[src/rtl/muldiv_if.sv]
// Bus between the RV32M multi-cycle sequencer and the EX stage.
// Carries the request, result and shared-ALU signals; clk and rst stay separate.
interface muldiv_if #(parameter int WIDTH = 32);
   logic             start;
   logic [2:0]       op;
   logic [WIDTH-1:0] src_a;
   logic [WIDTH-1:0] src_b;
   logic             flush;
   logic             stall;
   logic             done;
   logic [WIDTH-1:0] result;
   logic [WIDTH-1:0] alu_a;
   logic [WIDTH-1:0] alu_b;
   logic [4:0]       alu_op;
   logic [WIDTH-1:0] alu_out;

   modport slave (
      input  start, op, src_a, src_b, flush, alu_out,
      output stall, done, result, alu_a, alu_b, alu_op
   );

   modport master (
      output start, op, src_a, src_b, flush, alu_out,
      input  stall, done, result, alu_a, alu_b, alu_op
   );
endinterface

[src/rtl/muldiv_seq.sv]
// Multi-cycle RV32M MUL/DIV/DIVU/REM/REMU sequencer.
// Borrows the EX-stage ALU for one add or sub per cycle while stall is high.
module muldiv_seq #(
   parameter int WIDTH = 32
) (
   input  logic     clk,
   input  logic     rst,
   muldiv_if.slave  bus
);
   localparam logic [4:0] ALU_OP_NOP = 5'd0;
   localparam logic [4:0] ALU_OP_ADD = 5'd1;
   localparam logic [4:0] ALU_OP_SUB = 5'd2;
   localparam logic [4:0] LAST_ITER  = 5'(WIDTH - 1);

   typedef enum logic [2:0] {
      S_IDLE = 3'd0,
      S_PREP = 3'd1,
      S_LOOP = 3'd2,
      S_FIX  = 3'd3,
      S_DONE = 3'd4
   } state_t;

   state_t      state_r;
   state_t      state_s;
   logic [2:0]  op_r;
   logic [31:0] a_r;
   logic [31:0] b_r;
   logic [31:0] acc_r;
   logic [31:0] x_r;
   logic [31:0] y_r;
   logic [31:0] result_r;
   logic [4:0]  cnt_r;
   logic        neg_q_r;
   logic        neg_rem_r;
   logic        stall_r;
   logic        done_r;

   logic        is_mul_s;
   logic        is_div_s;
   logic        is_signed_s;
   logic [31:0] abs_a_s;
   logic [31:0] abs_b_s;
   logic [32:0] pr_s;
   logic        ge_s;
   logic [31:0] fix_s;
   logic [31:0] alu_a_s;
   logic [31:0] alu_b_s;
   logic [4:0]  alu_op_s;

   function automatic logic [31:0] neg32(input logic [31:0] v);
      return ~v + 32'd1;
   endfunction

   // x_r holds multiplicand or divisor; y_r holds multiplier or dividend/quotient
   assign is_mul_s    = (op_r == 3'b000);
   assign is_div_s    = op_r[2];
   assign is_signed_s = op_r[2] & ~op_r[0];
   assign abs_a_s     = (is_signed_s && a_r[31]) ? neg32(a_r) : a_r;
   assign abs_b_s     = (is_signed_s && b_r[31]) ? neg32(b_r) : b_r;
   assign pr_s        = {acc_r, y_r[31]};
   assign ge_s        = (pr_s >= {1'b0, x_r});

   assign bus.stall  = stall_r;
   assign bus.done   = done_r;
   assign bus.result = result_r;
   assign bus.alu_a  = alu_a_s;
   assign bus.alu_b  = alu_b_s;
   assign bus.alu_op = alu_op_s;

   // Next-state decode; flush aborts any busy state back to idle.
   always_comb begin
      state_s = state_r;
      case (state_r)
         S_IDLE: begin
            if (bus.start) state_s = S_PREP;
            else           state_s = S_IDLE;
         end
         S_PREP: begin
            if (bus.flush) state_s = S_IDLE;
            else           state_s = S_LOOP;
         end
         S_LOOP: begin
            if (bus.flush)               state_s = S_IDLE;
            else if (cnt_r == LAST_ITER) state_s = S_FIX;
            else                         state_s = S_LOOP;
         end
         S_FIX: begin
            if (bus.flush) state_s = S_IDLE;
            else           state_s = S_DONE;
         end
         S_DONE:  state_s = S_IDLE;
         default: state_s = S_IDLE;
      endcase
   end

   // Shared-ALU request, only driven during the iteration loop.
   always_comb begin
      alu_a_s  = 32'd0;
      alu_b_s  = 32'd0;
      alu_op_s = ALU_OP_NOP;
      if (state_r == S_LOOP) begin
         if (is_mul_s) begin
            if (y_r[0]) begin
               alu_a_s  = acc_r;
               alu_b_s  = x_r;
               alu_op_s = ALU_OP_ADD;
            end else begin
               alu_op_s = ALU_OP_NOP;
            end
         end else if (is_div_s) begin
            alu_a_s  = pr_s[31:0];
            alu_b_s  = x_r;
            alu_op_s = ALU_OP_SUB;
         end else begin
            alu_op_s = ALU_OP_NOP;
         end
      end else begin
         alu_op_s = ALU_OP_NOP;
      end
   end

   // Sign fix-up of the final quotient or remainder.
   always_comb begin
      fix_s = 32'd0;
      if (is_mul_s) begin
         fix_s = acc_r;
      end else if (is_div_s) begin
         if (op_r[1]) fix_s = neg_rem_r ? neg32(acc_r) : acc_r;
         else         fix_s = neg_q_r ? neg32(y_r) : y_r;
      end else begin
         fix_s = 32'd0;
      end
   end

   // State, handshake outputs and datapath registers.
   always_ff @(posedge clk) begin
      if (rst) begin
         state_r   <= S_IDLE;
         op_r      <= 3'd0;
         a_r       <= 32'd0;
         b_r       <= 32'd0;
         acc_r     <= 32'd0;
         x_r       <= 32'd0;
         y_r       <= 32'd0;
         result_r  <= 32'd0;
         cnt_r     <= 5'd0;
         neg_q_r   <= 1'b0;
         neg_rem_r <= 1'b0;
         stall_r   <= 1'b0;
         done_r    <= 1'b0;
      end else begin
         state_r <= state_s;
         stall_r <= (state_s == S_PREP) || (state_s == S_LOOP) || (state_s == S_FIX);
         done_r  <= (state_s == S_DONE);
         case (state_r)
            S_IDLE: begin
               if (bus.start) begin
                  op_r <= bus.op;
                  a_r  <= bus.src_a;
                  b_r  <= bus.src_b;
               end
            end
            S_PREP: begin
               acc_r     <= 32'd0;
               cnt_r     <= 5'd0;
               neg_q_r   <= is_signed_s & (a_r[31] ^ b_r[31]) & (b_r != 32'd0);
               neg_rem_r <= is_signed_s & a_r[31];
               x_r       <= is_mul_s ? a_r : abs_b_s;
               y_r       <= is_mul_s ? b_r : abs_a_s;
            end
            S_LOOP: begin
               cnt_r <= cnt_r + 5'd1;
               if (is_mul_s) begin
                  if (y_r[0]) acc_r <= bus.alu_out;
                  x_r <= {x_r[30:0], 1'b0};
                  y_r <= {1'b0, y_r[31:1]};
               end else if (is_div_s) begin
                  acc_r <= ge_s ? bus.alu_out : pr_s[31:0];
                  y_r   <= {y_r[30:0], ge_s};
               end
            end
            S_FIX: begin
               if (!bus.flush) result_r <= fix_s;
            end
            default: ;
         endcase
      end
   end
endmodule

[src/flat_wrapper.sv]
// flat-port wrapper written by rule: the top's interface ports become plain ports
module muldiv_seq_flat 
#(
   parameter int WIDTH = 32
)
  (clk, rst, bus_start, bus_op, bus_src_a, bus_src_b, bus_flush, bus_alu_out, bus_stall, bus_done, bus_result, bus_alu_a, bus_alu_b, bus_alu_op);
  muldiv_if #(.WIDTH(WIDTH)) bus_i ();
  input  logic clk;
  input  logic rst;
  input wire logic [$bits(bus_i.start)-1:0] bus_start;
  input wire logic [$bits(bus_i.op)-1:0] bus_op;
  input wire logic [$bits(bus_i.src_a)-1:0] bus_src_a;
  input wire logic [$bits(bus_i.src_b)-1:0] bus_src_b;
  input wire logic [$bits(bus_i.flush)-1:0] bus_flush;
  input wire logic [$bits(bus_i.alu_out)-1:0] bus_alu_out;
  output wire logic [$bits(bus_i.stall)-1:0] bus_stall;
  output wire logic [$bits(bus_i.done)-1:0] bus_done;
  output wire logic [$bits(bus_i.result)-1:0] bus_result;
  output wire logic [$bits(bus_i.alu_a)-1:0] bus_alu_a;
  output wire logic [$bits(bus_i.alu_b)-1:0] bus_alu_b;
  output wire logic [$bits(bus_i.alu_op)-1:0] bus_alu_op;
  assign bus_i.start = bus_start;
  assign bus_i.op = bus_op;
  assign bus_i.src_a = bus_src_a;
  assign bus_i.src_b = bus_src_b;
  assign bus_i.flush = bus_flush;
  assign bus_i.alu_out = bus_alu_out;
  assign bus_stall = bus_i.stall;
  assign bus_done = bus_i.done;
  assign bus_result = bus_i.result;
  assign bus_alu_a = bus_i.alu_a;
  assign bus_alu_b = bus_i.alu_b;
  assign bus_alu_op = bus_i.alu_op;
  muldiv_seq #(.WIDTH(WIDTH)) u_core (.clk(clk), .rst(rst), .bus(bus_i));
endmodule
[config.mk]
export PLATFORM = sky130hd
export DESIGN_NAME = muldiv_seq_flat
export DESIGN_NICKNAME = d
export VERILOG_FILES = /design/src/rtl/muldiv_if.sv /design/src/rtl/muldiv_seq.sv /design/src/flat_wrapper.sv
export SDC_FILE = /design/constraint.sdc
export NUM_CORES = 1
export LEC_CHECK = 0
export CAP_MARGIN = 20
export CORE_UTILIZATION = 55
export CTS_BUF_LIST = sky130_fd_sc_hd__clkbuf_8 sky130_fd_sc_hd__clkbuf_16
export CTS_CLUSTER_DIAMETER = 80
export DETAILED_ROUTE_END_ITERATION = 10
export PLACE_DENSITY = 0.89
export SYNTH_ARGS = -nofsm -noshare
export SYNTH_HDL_FRONTEND = slang
export SYNTH_SLANG_ARGS = --single-unit
[constraint.sdc]
create_clock -name clk -period 3.3 [get_ports clk]
set_input_delay 0.66 -clock clk [delete_from_list [all_inputs] [get_ports clk]]
set_output_delay 0.66 -clock clk [all_outputs]
set_load 0.1 [all_outputs]
==> impl_metrics.ini <==
; yosys + openroad results
[die]
rows = 57
fp.dieH_um = 158.8

[logic_synthesis]
top_cell_area_share = 0.3063
yosysWarnings = 0
synthAoiAreaFrac = 0.2976
topCellsByArea = dfxtp_1 (31%), nand2_1 (7.3%), a21oi_1 (6.8%)
ys_top_logic_family = AND-OR/OR-AND gates
simple_gate_share = 0.2250
yosys_most_used_dff = dfxtp_1
ys_seq_frac = 0.3063
synthDistinctLibCells = 77
yosys-top-cells-count = nand2_1 (262), dfxtp_1 (207), a21oi_1 (184)
async_flop_share = 0

[timing]
rsz0062_at_grt = false
slew_viol_final = 0
finalCritPeriodShare = 0.9709
setup_viol = 0

[final_layout]
fin_area_sq_mm = 0.01754
finish.utilization = 0.7234
layout.cells.most_common = nand2_1
area_growth_pct = 29.66

[min_path]
worstHoldPathType = register to register
hold_depth = 2

[power]
pwr-share-clk = 0.396
comb_power_share = 0.217
p_seq_w = 0.00285
leakagePower_nw = 6.664
power_leader = clock
peakVddDrop_v = 0.0004267
pg_clk_w = 0.00292

[worst_setup_path]
crit_arrival_ns = 2.54
critPathKind = register to output port
crit_path_cell_trace = nor2_1 -> a21oi_4 -> buf_4 -> nor3_2 -> buf_12
crit_path_end_kind = output port
critPathLaunch = u_core.op_r[0]

[cts]
cts_resized = 3
insertion_delay_ns = 0.54
htreeDepth = 1

[run]
drv_cap = 0

[placed_design]
place.gp.congestion = 1.053
portBuffers = 202

[global_route]
grt_max_degree = 68

[route]
drt_iter0_markers = 2551
drc_errors = 0

[status]
status = complete, no violations
[worst max-delay path by stage]
stage | depth (start not counted) | slack, ns | endpoint
global placement | 6 | 0.42 | u_core.acc_r[0]
CTS | 7 | 0.11 | bus_alu_a[0]
floorplan | 8 | -0.19 | bus_alu_a[22]
global route | 4 | 0.04 | bus_alu_b[6]
detailed placement | 6 | 0.28 | u_core.acc_r[5]
finish | 5 | 0.1 | bus_alu_b[15]
[sequential cells by signal, summed over array words and instances, names as in the netlist]
name / cells
u_core.a_r: 32
u_core.neg_rem_r: 1
u_core.bus.stall: 1
u_core.b_r: 32
u_core.x_r: 32
u_core.acc_r: 32
u_core.op_r: 3
u_core.y_r: 32
u_core.state_r: 3
u_core.bus.result: 32
u_core.neg_q_r: 1
u_core.bus.done: 1
u_core.cnt_r: 5
[cells by family (layout without fill, tap and decap cells)]
group	Yosys count	count (layout)
multiplexers	14	14
XOR/XNOR	84	84
flip-flops	207	207
buffers and inverters	242	374
AND-OR/OR-AND	595	595
AND/OR/NAND/NOR	638	638
other	1	3
adder cells (fa/ha/maj)	38	38
[stage by stage]
stage / cells / TNS [ns] / total power, W / hold WS [ns]
final: 2277 / 0 / 0.007360 / 0.4783
after global routing: 2277 / 0 / 0.007552 / 0.4959
after CTS: 2276 / 0 / 0.007268 / 0.4737
after detailed placement: 2230 / 0 / 0.004401 / 0.4652
after global placement: 2229 / 0 / 0.004364 / 0.4559
after floorplan: 1821 / -4.449 / 0.003861 / 0.4488
[layout make-up]
type,count,area (sq um)
well taps,324,405.4
clock buffers,27,653.1
fillers,1832,6706
inverters,53,198.9
multi-input cells,1372,8725
clock inverters,19,211.5
repair buffers,275,3203
flip-flops and latches,207,4145
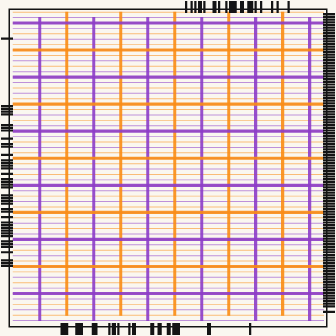
(images/floorplan.png)
Pins as bars on the die edge.
legend:
  VDD:
    color: orange
  VSS:
    color: purple
met1 rails: 58
rows: 57
signal pins: 206
met4 straps: 11

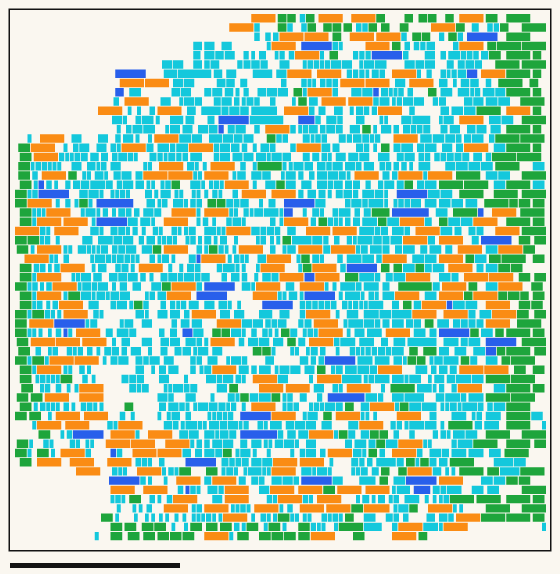
(images/class_map.png)
The bar under the picture is 50 um long.
legend:
  sequential cells:
    color: orange
    cells: 207
    share_of_their_area: 24%
  remaining logic cells:
    color: cyan
    cells: 1425
    share_of_their_area: 52%
  clock drivers and dummy loads:
    color: blue
    cells: 46
    share_of_their_area: 5.0%
  remaining buffers and delay cells:
    color: green
    cells: 275
    share_of_their_area: 19%

Power and IR drop assume default switching activity.
